## src/rtl/spart_host_ctrl.sv

```systemverilog
// Sole master of the SPART register bus: programs the baud divisor, drains received
// bytes into a small FIFO and shares the transmitter between two round-robin requesters.
module spart_host_ctrl #(
   parameter logic [15:0] DIV_DEFAULT = 16'd325,
   parameter int unsigned RX_DEPTH    = 4
) (
   input  logic        clk,
   input  logic        rst,
   output logic        iocs,
   output logic        iorw,
   output logic [1:0]  ioaddr,
   output logic [7:0]  wdata,
   input  logic [7:0]  rdata,
   input  logic        rda,
   input  logic        tbr,
   input  logic        cfg_req,
   input  logic [15:0] cfg_div,
   output logic        cfg_done,
   input  logic        tx0_valid,
   input  logic        tx1_valid,
   input  logic [7:0]  tx0_data,
   input  logic [7:0]  tx1_data,
   output logic        tx0_ready,
   output logic        tx1_ready,
   output logic        rx_valid,
   output logic [7:0]  rx_data,
   input  logic        rx_ready
);

   localparam int unsigned PTR_W = (RX_DEPTH > 1) ? $clog2(RX_DEPTH) : 1;
   localparam int unsigned CNT_W = PTR_W + 1;

   localparam logic [2:0] S_CFG_LO = 3'd0;
   localparam logic [2:0] S_CFG_HI = 3'd1;
   localparam logic [2:0] S_IDLE   = 3'd2;
   localparam logic [2:0] S_RX_RD  = 3'd3;
   localparam logic [2:0] S_TX_WR  = 3'd4;
   localparam logic [2:0] S_GUARD  = 3'd5;

   logic [2:0]  state_q, state_d;
   logic        iocs_q, iocs_d;
   logic        iorw_q, iorw_d;
   logic [1:0]  ioaddr_q, ioaddr_d;
   logic [7:0]  wdata_q, wdata_d;
   logic        tx0_ready_q, tx0_ready_d;
   logic        tx1_ready_q, tx1_ready_d;
   logic        rr_q, rr_d;
   logic [15:0] div_q, div_d;
   logic        pending_q, pending_d;
   logic        cfg_done_q, cfg_done_d;

   logic [7:0]       mem_q [RX_DEPTH];
   logic [PTR_W-1:0] wr_ptr_q, wr_ptr_d;
   logic [PTR_W-1:0] rd_ptr_q, rd_ptr_d;
   logic [PTR_W-1:0] rd_nxt;
   logic [CNT_W-1:0] count_q, count_d;
   logic             rx_valid_q, rx_valid_d;
   logic [7:0]       rx_data_q, rx_data_d;
   logic             push, pop, fifo_full;
   logic             grant, any_tx;

   assign iocs      = iocs_q;
   assign iorw      = iorw_q;
   assign ioaddr    = ioaddr_q;
   assign wdata     = wdata_q;
   assign tx0_ready = tx0_ready_q;
   assign tx1_ready = tx1_ready_q;
   assign cfg_done  = cfg_done_q;
   assign rx_valid  = rx_valid_q;
   assign rx_data   = rx_data_q;

   assign fifo_full = (count_q == CNT_W'(RX_DEPTH));
   assign any_tx    = tx0_valid | tx1_valid;

   // The bus outputs of a state appear in the cycle after that state is entered.
   always_comb begin
      // NOTE: every variable gets a default first so no path leaves one unassigned (no latches).
      state_d     = state_q;
      iocs_d      = 1'b0;
      iorw_d      = 1'b1;
      ioaddr_d    = 2'b00;
      wdata_d     = wdata_q;
      tx0_ready_d = 1'b0;
      tx1_ready_d = 1'b0;
      rr_d        = rr_q;
      grant       = (tx0_valid & tx1_valid) ? rr_q : tx1_valid;
      case (state_q)
         S_CFG_LO: begin
            iocs_d   = 1'b1;
            iorw_d   = 1'b0;
            ioaddr_d = 2'b10;
            wdata_d  = div_q[7:0];
            state_d  = S_CFG_HI;
         end
         S_CFG_HI: begin
            iocs_d   = 1'b1;
            iorw_d   = 1'b0;
            ioaddr_d = 2'b11;
            wdata_d  = div_q[15:8];
            state_d  = S_IDLE;
         end
         S_IDLE: begin
            if (pending_q)             state_d = S_CFG_LO;
            else if (rda && !fifo_full) state_d = S_RX_RD;
            else if (tbr && any_tx)     state_d = S_TX_WR;
         end
         S_RX_RD: begin
            iocs_d  = 1'b1;
            state_d = S_GUARD;
         end
         S_TX_WR: begin
            // A requester that withdrew its valid meanwhile simply gets no write.
            if (any_tx) begin
               iocs_d      = 1'b1;
               iorw_d      = 1'b0;
               wdata_d     = grant ? tx1_data : tx0_data;
               tx0_ready_d = ~grant;
               tx1_ready_d = grant;
               rr_d        = ~grant;
            end
            state_d = S_GUARD;
         end
         S_GUARD: state_d = S_IDLE;
         default: state_d = S_IDLE;
      endcase
   end

   always_comb begin
      div_d      = cfg_req ? cfg_div : div_q;
      pending_d  = cfg_req ? 1'b1 : ((state_q == S_CFG_HI) ? 1'b0 : pending_q);
      cfg_done_d = ~pending_q & ~cfg_req;
   end

   // rdata is valid during the read strobe, so the push lands on the edge that ends it.
   always_comb begin
      push     = iocs_q & iorw_q;
      pop      = rx_valid_q & rx_ready;
      rd_nxt   = rd_ptr_q + 1'b1;
      wr_ptr_d = push ? wr_ptr_q + 1'b1 : wr_ptr_q;
      rd_ptr_d = pop ? rd_nxt : rd_ptr_q;
      count_d  = count_q;
      case ({push, pop})
         2'b10:   count_d = count_q + 1'b1;
         2'b01:   count_d = count_q - 1'b1;
         default: count_d = count_q;
      endcase
      rx_valid_d = (count_d != '0);
      if (push && ((count_q == '0) || ((count_q == CNT_W'(1)) && pop)))
         rx_data_d = rdata;
      else if (pop)
         rx_data_d = mem_q[rd_nxt];
      else
         rx_data_d = rx_data_q;
   end

   always_ff @(posedge clk or posedge rst) begin
      if (rst) begin
         state_q     <= S_CFG_LO;
         iocs_q      <= 1'b0;
         iorw_q      <= 1'b1;
         ioaddr_q    <= 2'b00;
         wdata_q     <= 8'h00;
         tx0_ready_q <= 1'b0;
         tx1_ready_q <= 1'b0;
         rr_q        <= 1'b0;
         div_q       <= DIV_DEFAULT;
         pending_q   <= 1'b1;
         cfg_done_q  <= 1'b0;
         wr_ptr_q    <= '0;
         rd_ptr_q    <= '0;
         count_q     <= '0;
         rx_valid_q  <= 1'b0;
         rx_data_q   <= 8'h00;
      end else begin
         state_q     <= state_d;
         iocs_q      <= iocs_d;
         iorw_q      <= iorw_d;
         ioaddr_q    <= ioaddr_d;
         wdata_q     <= wdata_d;
         tx0_ready_q <= tx0_ready_d;
         tx1_ready_q <= tx1_ready_d;
         rr_q        <= rr_d;
         div_q       <= div_d;
         pending_q   <= pending_d;
         cfg_done_q  <= cfg_done_d;
         wr_ptr_q    <= wr_ptr_d;
         rd_ptr_q    <= rd_ptr_d;
         count_q     <= count_d;
         rx_valid_q  <= rx_valid_d;
         rx_data_q   <= rx_data_d;
      end
   end

   // NOTE: FIFO storage is not reset; reset empties it via the pointers and count alone.
   always_ff @(posedge clk) begin
      if (push) mem_q[wr_ptr_q] <= rdata;
   end

endmodule
```

## config.mk

```make
export PLATFORM = sky130hd
export DESIGN_NAME = spart_host_ctrl
export DESIGN_NICKNAME = d
export VERILOG_FILES = /design/src/rtl/spart_host_ctrl.sv
export SDC_FILE = /design/constraint.sdc
export NUM_CORES = 1
export LEC_CHECK = 0
export ABC_AREA = 1
export ABC_CLOCK_PERIOD_IN_PS = 3390
export CORE_MARGIN = 3
export CORE_UTILIZATION = 35
export DETAILED_ROUTE_END_ITERATION = 8
export HOLD_SLACK_MARGIN = 0.03
export PLACE_DENSITY_LB_ADDON = 0.1
export SYNTH_ARGS = -nofsm -noshare
export SYNTH_HDL_FRONTEND = slang
export SYNTH_SLANG_ARGS = --single-unit
```

## constraint.sdc

```tcl
create_clock -name clk -period 3.39 [get_ports clk]
set_input_delay 0.5085 -clock clk [delete_from_list [all_inputs] [get_ports clk]]
set_output_delay 0.5085 -clock clk [all_outputs]
set_load 0.01 [all_outputs]
```

floorplan.png
The bar under the picture is 20 µm long. Pins as bars on the die edge.
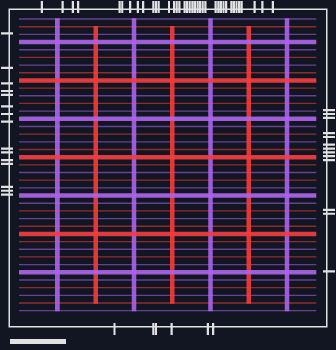
[VDD] red
[VSS] purple
rows: 38
met5 straps: 7
signal pins: 72

class_map.png
Fill, decap, tap and diode cells in gray.
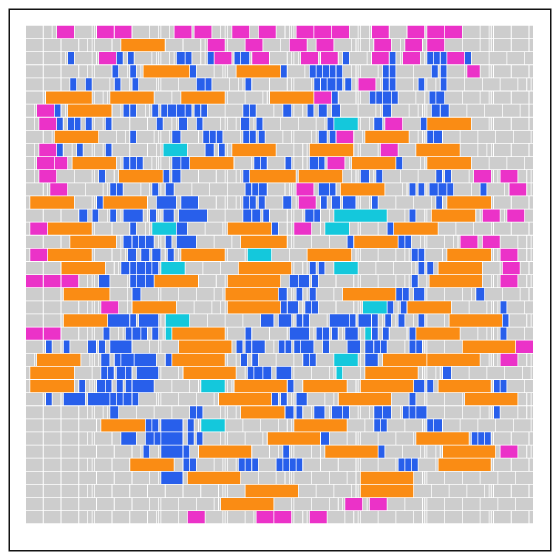
[registers] orange | cells: 84
[clock drivers and dummy loads] cyan | cells: 16
[remaining logic cells] blue | cells: 350
[remaining buffers and delay cells] magenta | cells: 73
Final Util: 46.0%
FP Rows: 38
Seq area share: 45.3%
Core Area: 10900 µm²

==> results_dict.tcl <==
# flow metrics
set metrics [dict create \
    status "finished clean" \
    regArea_um2 2270 \
    fin_ws_ns 1.47 \
    totalNegativeSetupSlack_ns 0 \
    final_cell_mix "nand2_1, clkdlybuf4s50_1, inv_1" \
    cp-start-kind "flop" \
    avgSynthCellArea_um2 8.94 \
    rr_worst_depth 8 \
    rsz0062_at_grt "no" \
    drv_slew 0 \
    htree_levels 3 \
    grt_overflow 0 \
    tap_cells 140 \
    cp-end-kind "primary output" \
    grt_util_met2_pct 22.4 \
    final-clk-cell-share_pct 4.12 \
    aoi_share_pct 4.36 \
    path_depth 1 \
    die_h_um 112 \
    cts_tree "done" \
    p_switching_mw 1.57 \
    vias 3018 \
    portBuffers 71 \
    diodes 0 \
    reg2reg_setup_slack_ns 1.69 \
    worstMarginPinSlew_ns 0.769 \
    first_global_vias 2899 \
    met1Wirelength_mm 4.43 \
    cp.required_ns 2.88 \
    dr_wl_met3_um 334 \
    cp-endpoint "iorw" \
    nNonClkBuffers 73 \
    common_cells "nand2_1, inv_1, dfrtp_1, nand3_1, nor2_1" \
    max_freq_mhz 521 \
    whs_endpoint "div_q[8]" \
    path_buffers 1 \
    root_buffer "clkbuf_8" \
    synthTopLogicFamily "simple AND/OR/NAND/NOR gates" \
    cp.arrival_ns 1.41 \
    cts_buffers 9 \
    whs_ns 0.470 \
    startpoint "iorw" \
    final_cells 663 \
    first_iter_violations 118 \
    p_comb_share_pct 41.8 \
    slowest_stage "dfstp_2" \
    top_register "mem_q" \
    track_usage_pct 14.9 \
    swShare_pct 39.0 \
    slew_headroom_pct 48.5 \
    top_cell "nand2_1" \
    wire_per_inst_um 13.6 \
    p_seq_share_pct 40.0 \
    top_area_share_pct 29.3 \
    crit_fanout 2 \
    timing.rr.start "rx_valid" \
    yosys_most_used_dff "dfrtp_1" \
    seq_area_frac_synth_pct 57.7 \
    comb_area_share_pct 27.8 \
    warning_count 34 \
    synthToLayoutAreaGrowth_pct 27.4 \
    synth_top_cell_by_area "dfrtp_1" \
    postPlaceCellArea_um2 4800 \
    yosys_area_um2 3930 \
    r2r_end "rx_valid" \
    final_nets 577 \
    crit_chain "clkdlybuf4s50_1" \
    fp_util_pct 36.1 \
    clock_buffers 15 \
    reg_top3 "mem_q: 32 flops, div_q: 16 flops" \
    fin_area_um2 5010 \
    clkTransAtPathRegs_ns 0.08 \
    grtUsageMet3_pct 3.15 \
    synthesis.nets 499 \
    dp_slack_ns 1.12 \
    min_period_ns 1.92 \
    logic_gate_count 286 \
    top_cells_by_area "dfrtp_1, edfxtp_1, nand2_1" \
    ys_sh_simple_pct 27.1 \
    max_stage_delay_ns 0.54 \
    comb-power_mw 1.69 \
    place.gp.congestion 0.767 \
    powerDensity_nw_per_um2 805 \
    grt_pass1_wl_mm 14.7 \
    fa_ha_area_share_pct 3.50 \
    leakage_nw 2.32 \
    clock_skew_ns 0.00839 \
    p_int_mw 2.46 \
    dp_hpwl_mm 6.66 \
    grt_max_degree 53 \
    buf_share_pct 14.5 \
    crit_family "flip-flops" \
    nFillCells 1071 \
    antenna_found_initial 0 \
    hold_buffers 0 \
    ys_sh_xor_pct 0.445 \
    post-cts-setup-buffers 0 \
    clockBufferDepth 2 \
    final_layout_size_suffix_gt1_share_pct 7.46 \
    crit_type "flop to primary output" \
    die-area_um2 12500 \
    route.met2.wl_mm 4.05 \
    ios 72 \
    hold-path-cell-count 2 \
    top_layer_used "met4" \
    busiest_layer "met2" \
    drt-vias-per-instance 4.55 \
    dp.cells 647 \
    hold_viol_final 0 \
    final_common_cell "nand2_1" \
    cts_sinks 84 \
    seq_cells 84 \
    holdCritStartpoint "div_q[8]" \
    edf_count 32 \
    largest_reg_flops 32 \
    drtPass1Iterations 4 \
    combGateArea_um2 1390 \
    yosysWarnings 0 \
]
